--- src/rtl/pipe_ctrl_pkg.sv ---
// Shared stall codes, sequencer states and widths for the pipeline sequencer.
package pipe_ctrl_pkg;

    localparam int ADDR_W  = 32;
    localparam int STALL_W = 6;

    // bit 0 holds the PC, bits 1..5 freeze IF, ID, EX, MEM, WB in that order
    localparam logic [STALL_W-1:0] STALL_NONE = 6'b000000;
    localparam logic [STALL_W-1:0] STALL_ID   = 6'b000111;
    localparam logic [STALL_W-1:0] STALL_EX   = 6'b001111;

    typedef enum logic {
        CTRL_IDLE  = 1'b0,
        CTRL_MULTI = 1'b1
    } ctrl_state_e;

endpackage

--- src/rtl/pipe_ctrl_if.sv ---
// Request/response bundle between the pipeline stages and the sequencer.
interface pipe_ctrl_if #(
    parameter int CNT_W  = 3,
    parameter int PERF_W = 32
);
    import pipe_ctrl_pkg::*;

    logic                stallreq_id;
    logic                stallreq_ex;
    logic                mc_start;
    logic [CNT_W-1:0]    mc_cycles;
    logic                flush_req;
    logic [ADDR_W-1:0]   flush_pc;

    logic [STALL_W-1:0]  stall;
    logic                flush;
    logic [ADDR_W-1:0]   new_pc;
    logic                mc_busy;
    logic                mc_last;
    logic [PERF_W-1:0]   stall_cnt;

    modport master (
        output stallreq_id, stallreq_ex, mc_start, mc_cycles, flush_req, flush_pc,
        input  stall, flush, new_pc, mc_busy, mc_last, stall_cnt
    );

    modport slave (
        input  stallreq_id, stallreq_ex, mc_start, mc_cycles, flush_req, flush_pc,
        output stall, flush, new_pc, mc_busy, mc_last, stall_cnt
    );

endinterface

--- src/rtl/pipe_ctrl_sat_counter.sv ---
// Saturating up-counter with synchronous clear; reusable for perf counters.
module sat_counter #(
    parameter int PERF_W = 32
) (
    input  logic              clk,
    input  logic              rst,
    input  logic              inc,
    output logic [PERF_W-1:0] cnt
);

    logic [PERF_W-1:0] cnt_q, cnt_d;

    always_comb begin
        cnt_d = cnt_q;
        if (inc && (cnt_q != '1))
            cnt_d = cnt_q + PERF_W'(1);
    end

    always_ff @(posedge clk) begin
        if (rst) cnt_q <= '0;
        else     cnt_q <= cnt_d;
    end

    assign cnt = cnt_q;

endmodule

--- src/rtl/pipe_ctrl.sv ---
// Pipeline sequencer: merges ID/EX stall requests, sequences multi-cycle EX ops,
// issues flush/redirect and counts PC-hold cycles.
module pipe_ctrl
    import pipe_ctrl_pkg::*;
#(
    parameter int CNT_W  = 3,
    parameter int PERF_W = 32
) (
    input  logic          clk,
    input  logic          rst,
    pipe_ctrl_if.slave    bus
);

    ctrl_state_e        state_q, state_d;
    logic [CNT_W-1:0]   cnt_q, cnt_d;
    logic [CNT_W-1:0]   n_lat_q, n_lat_d;

    logic               mc_stall;
    logic               mc_last;
    logic [STALL_W-1:0] stall;
    logic               flush;
    logic [ADDR_W-1:0]  new_pc;

    always_comb begin
        state_d  = state_q;
        cnt_d    = cnt_q;
        n_lat_d  = n_lat_q;
        mc_stall = 1'b0;
        mc_last  = 1'b0;
        flush    = 1'b0;
        new_pc   = '0;

        if (bus.flush_req) begin
            // aborting an in-flight op must not produce its mc_last
            flush   = 1'b1;
            new_pc  = bus.flush_pc;
            state_d = CTRL_IDLE;
            cnt_d   = '0;
        end else begin
            unique case (state_q)
                CTRL_IDLE: begin
                    if (bus.mc_start) begin
                        if (bus.mc_cycles >= CNT_W'(2)) begin
                            mc_stall = 1'b1;
                            n_lat_d  = bus.mc_cycles;
                            cnt_d    = CNT_W'(1);
                            state_d  = CTRL_MULTI;
                        end else begin
                            mc_last = 1'b1;
                        end
                    end
                end
                CTRL_MULTI: begin
                    if (cnt_q == n_lat_q - CNT_W'(1)) begin
                        mc_last = 1'b1;
                        state_d = CTRL_IDLE;
                        cnt_d   = '0;
                    end else begin
                        mc_stall = 1'b1;
                        cnt_d    = cnt_q + CNT_W'(1);
                    end
                end
                default: state_d = CTRL_IDLE;
            endcase
        end

        if (bus.flush_req)                       stall = STALL_NONE;
        else if (mc_stall || bus.stallreq_ex)    stall = STALL_EX;
        else if (bus.stallreq_id)                stall = STALL_ID;
        else                                     stall = STALL_NONE;

        // reset masks every output regardless of what the inputs are doing
        if (rst) begin
            stall   = STALL_NONE;
            flush   = 1'b0;
            new_pc  = '0;
            mc_last = 1'b0;
        end
    end

    always_ff @(posedge clk) begin
        if (rst) begin
            state_q <= CTRL_IDLE;
            cnt_q   <= '0;
            n_lat_q <= '0;
        end else begin
            state_q <= state_d;
            cnt_q   <= cnt_d;
            n_lat_q <= n_lat_d;
        end
    end

    assign bus.stall   = stall;
    assign bus.flush   = flush;
    assign bus.new_pc  = new_pc;
    assign bus.mc_last = mc_last;
    assign bus.mc_busy = (state_q == CTRL_MULTI) && !rst;

    sat_counter #(.PERF_W(PERF_W)) u_stall_cnt (
        .clk (clk),
        .rst (rst),
        .inc (stall[0]),
        .cnt (bus.stall_cnt)
    );

endmodule

--- src/flat_wrapper.sv ---
// flat-port wrapper written by rule: the top's interface ports become plain ports
module pipe_ctrl_flat import pipe_ctrl_pkg::*;
#(
    parameter int CNT_W  = 3,
    parameter int PERF_W = 32
)
  (clk, rst, bus_stallreq_id, bus_stallreq_ex, bus_mc_start, bus_mc_cycles, bus_flush_req, bus_flush_pc, bus_stall, bus_flush, bus_new_pc, bus_mc_busy, bus_mc_last, bus_stall_cnt);
  pipe_ctrl_if #(.CNT_W(CNT_W), .PERF_W(PERF_W)) bus_i ();
  input  logic clk;
  input  logic rst;
  input wire logic [$bits(bus_i.stallreq_id)-1:0] bus_stallreq_id;
  input wire logic [$bits(bus_i.stallreq_ex)-1:0] bus_stallreq_ex;
  input wire logic [$bits(bus_i.mc_start)-1:0] bus_mc_start;
  input wire logic [$bits(bus_i.mc_cycles)-1:0] bus_mc_cycles;
  input wire logic [$bits(bus_i.flush_req)-1:0] bus_flush_req;
  input wire logic [$bits(bus_i.flush_pc)-1:0] bus_flush_pc;
  output wire logic [$bits(bus_i.stall)-1:0] bus_stall;
  output wire logic [$bits(bus_i.flush)-1:0] bus_flush;
  output wire logic [$bits(bus_i.new_pc)-1:0] bus_new_pc;
  output wire logic [$bits(bus_i.mc_busy)-1:0] bus_mc_busy;
  output wire logic [$bits(bus_i.mc_last)-1:0] bus_mc_last;
  output wire logic [$bits(bus_i.stall_cnt)-1:0] bus_stall_cnt;
  assign bus_i.stallreq_id = bus_stallreq_id;
  assign bus_i.stallreq_ex = bus_stallreq_ex;
  assign bus_i.mc_start = bus_mc_start;
  assign bus_i.mc_cycles = bus_mc_cycles;
  assign bus_i.flush_req = bus_flush_req;
  assign bus_i.flush_pc = bus_flush_pc;
  assign bus_stall = bus_i.stall;
  assign bus_flush = bus_i.flush;
  assign bus_new_pc = bus_i.new_pc;
  assign bus_mc_busy = bus_i.mc_busy;
  assign bus_mc_last = bus_i.mc_last;
  assign bus_stall_cnt = bus_i.stall_cnt;
  pipe_ctrl #(.CNT_W(CNT_W), .PERF_W(PERF_W)) u_core (.clk(clk), .rst(rst), .bus(bus_i));
endmodule
--- config.mk ---
export PLATFORM = sky130hd
export DESIGN_NAME = pipe_ctrl_flat
export DESIGN_NICKNAME = d
export VERILOG_FILES = /design/src/rtl/pipe_ctrl_pkg.sv /design/src/rtl/pipe_ctrl_if.sv /design/src/rtl/pipe_ctrl_sat_counter.sv /design/src/rtl/pipe_ctrl.sv /design/src/flat_wrapper.sv
export SDC_FILE = /design/constraint.sdc
export NUM_CORES = 1
export LEC_CHECK = 0
export CAP_MARGIN = 20
export CORE_AREA = 2 2 80 82
export CTS_CLUSTER_SIZE = 25
export DETAILED_ROUTE_END_ITERATION = 16
export DIE_AREA = 0 0 82 84
export PLACE_DENSITY = 0.82
export SLEW_MARGIN = 25
export SYNTH_ARGS = -nofsm -noshare
export SYNTH_HDL_FRONTEND = slang
export SYNTH_SLANG_ARGS = --single-unit
--- constraint.sdc ---
create_clock -name clk -period 2.59 [get_ports clk]
set_input_delay 0.3885 -clock clk [delete_from_list [all_inputs] [get_ports clk]]
set_output_delay 0.3885 -clock clk [all_outputs]
set_load 0.1 [all_outputs]
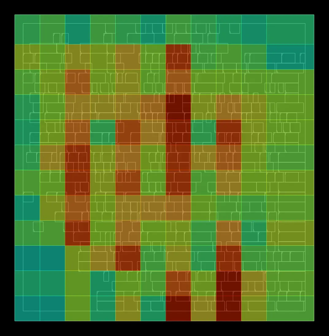
(images/congestion_map.png)
final core utilization: 66.6%
GR Util All Layers: 21.4%
GR Util met1: 25.8%
drt wl/cell: 15.0 um
met3 Use GR: 6.17%

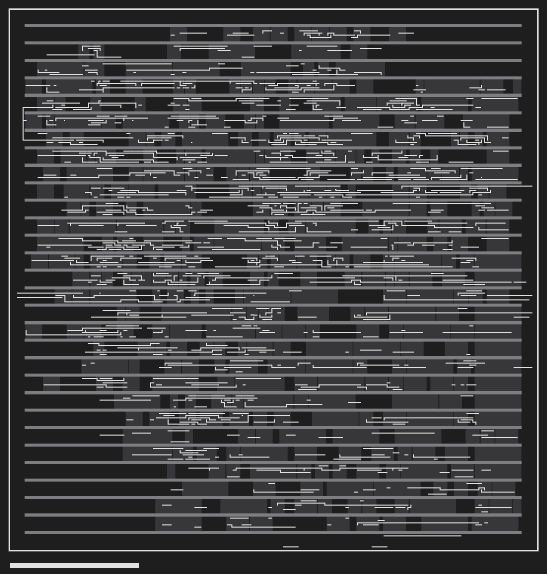
(images/m1.png)
The bar under the picture is 20 um long. Supply wires on this layer in gray. Cells faint in the background.
main direction	horizontal
wire length on this layer	2980 um

==> flow_metrics.tcl <==
# flow metrics
set metrics [dict create \
    cp_max_fo 5 \
    largest_reg_flops 32 \
    hold_viol 0 \
    cap_violations 0 \
    crit_cells 7 \
    slew_violations 0 \
    die_y_um 84 \
    rsz0062_at_grt "no" \
    grt_pass1_vias 2451 \
    final_area_mm2 0.00406 \
    h-tree-depth 2 \
    synth_top_area_share_pct 32.4 \
    period_used_pct 96.0 \
    synth-simple-area-share_pct 34.9 \
    max_stage_delay_ns 0.44 \
    layout_top_cell "buf_4" \
    adder_share_pct 1.56 \
    comb_area_share_pct 36.5 \
    ys_cells 298 \
    reg2reg_depth 8 \
    end_kind "output pin" \
    swShare_pct 33.3 \
    non_clock_buffer_count 124 \
    busiest_layer "met2" \
    p_seq_share_pct 37.8 \
    synthCells 298 \
    r2r-start "u_core.n_lat_q[0]" \
    edf_count 0 \
    slowest_stage "o31a_2" \
    top_cells_by_count "dfxtp_1 (39), and2_1 (35), a21oi_1 (27), nor2_1 (21), or4_1 (17)" \
    min_from "u_core.u_stall_cnt.cnt[3]" \
    met3_length_um 564 \
    crit_chain "inv_1 > ha_1 > xor3_1 > o31a_2 > o21ai_4 > inv_2 > buf_12" \
    use_met2_pct 36.7 \
    cp-endpoint "bus_stall[1]" \
    overflow 0 \
    ys_chip_area_mm2 0.00241 \
    dieWidth_um 82 \
    yosysTopAreaCell "dfxtp_1" \
    nNetsFinal 453 \
    hold_depth 1 \
    seq_share_pct 19.6 \
    topRoutingLayerUsed "met4" \
    seq_area_um2 797 \
    core_mm2 0.00610 \
    hold_buffers 0 \
    p_leak_nw 1.53 \
    mi_logic_area_mm2 0.00148 \
    power.switching_mw 0.540 \
    post-cts-setup-buffer-count 0 \
    startpoint "u_core.n_lat_q[0]" \
    largest_class "buffers" \
    comb.multi_input.count 229 \
    dp.cells 477 \
    cts_resized 2 \
    drtIter0Drc 162 \
    clk_latency_ns 0.30 \
    top_logic_kind "simple AND/OR/NAND/NOR gates" \
    n_clock_buffer 5 \
    clk_share_pct 2.84 \
    antenna_cells 0 \
    synth_dominant_cell_count "dfxtp_1" \
    status "finished clean" \
    wl_met1_mm 2.98 \
    dp_hpwl_mm 5.73 \
    p_comb_share_pct 29.9 \
    grt_max_degree 36 \
    vias 2619 \
    antenna_found_initial 0 \
    place_congestion 0.868 \
]
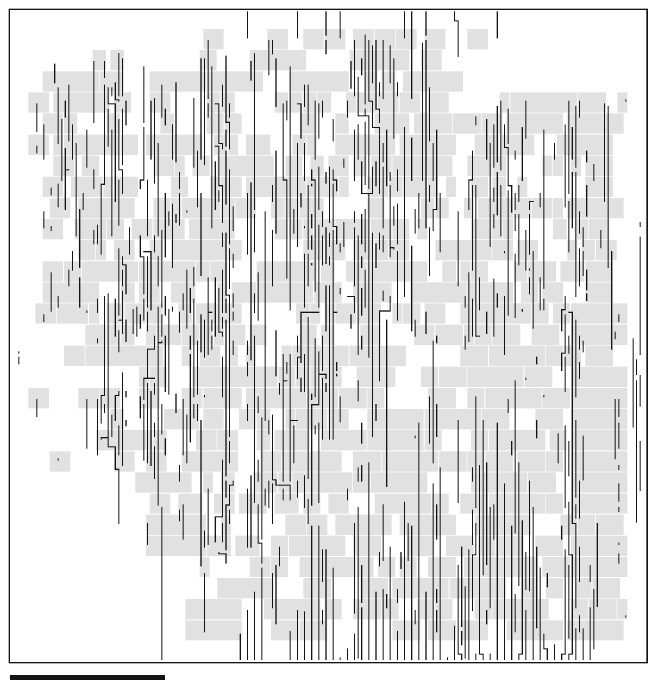
(images/m2.png)
The bar under the picture is 20 um long. Cells faint in the background.
share of all routed wire	50%
wire length on this layer	3630 um
nets with wire on the layer	399
longest straight run	31.3 um
main direction	vertical

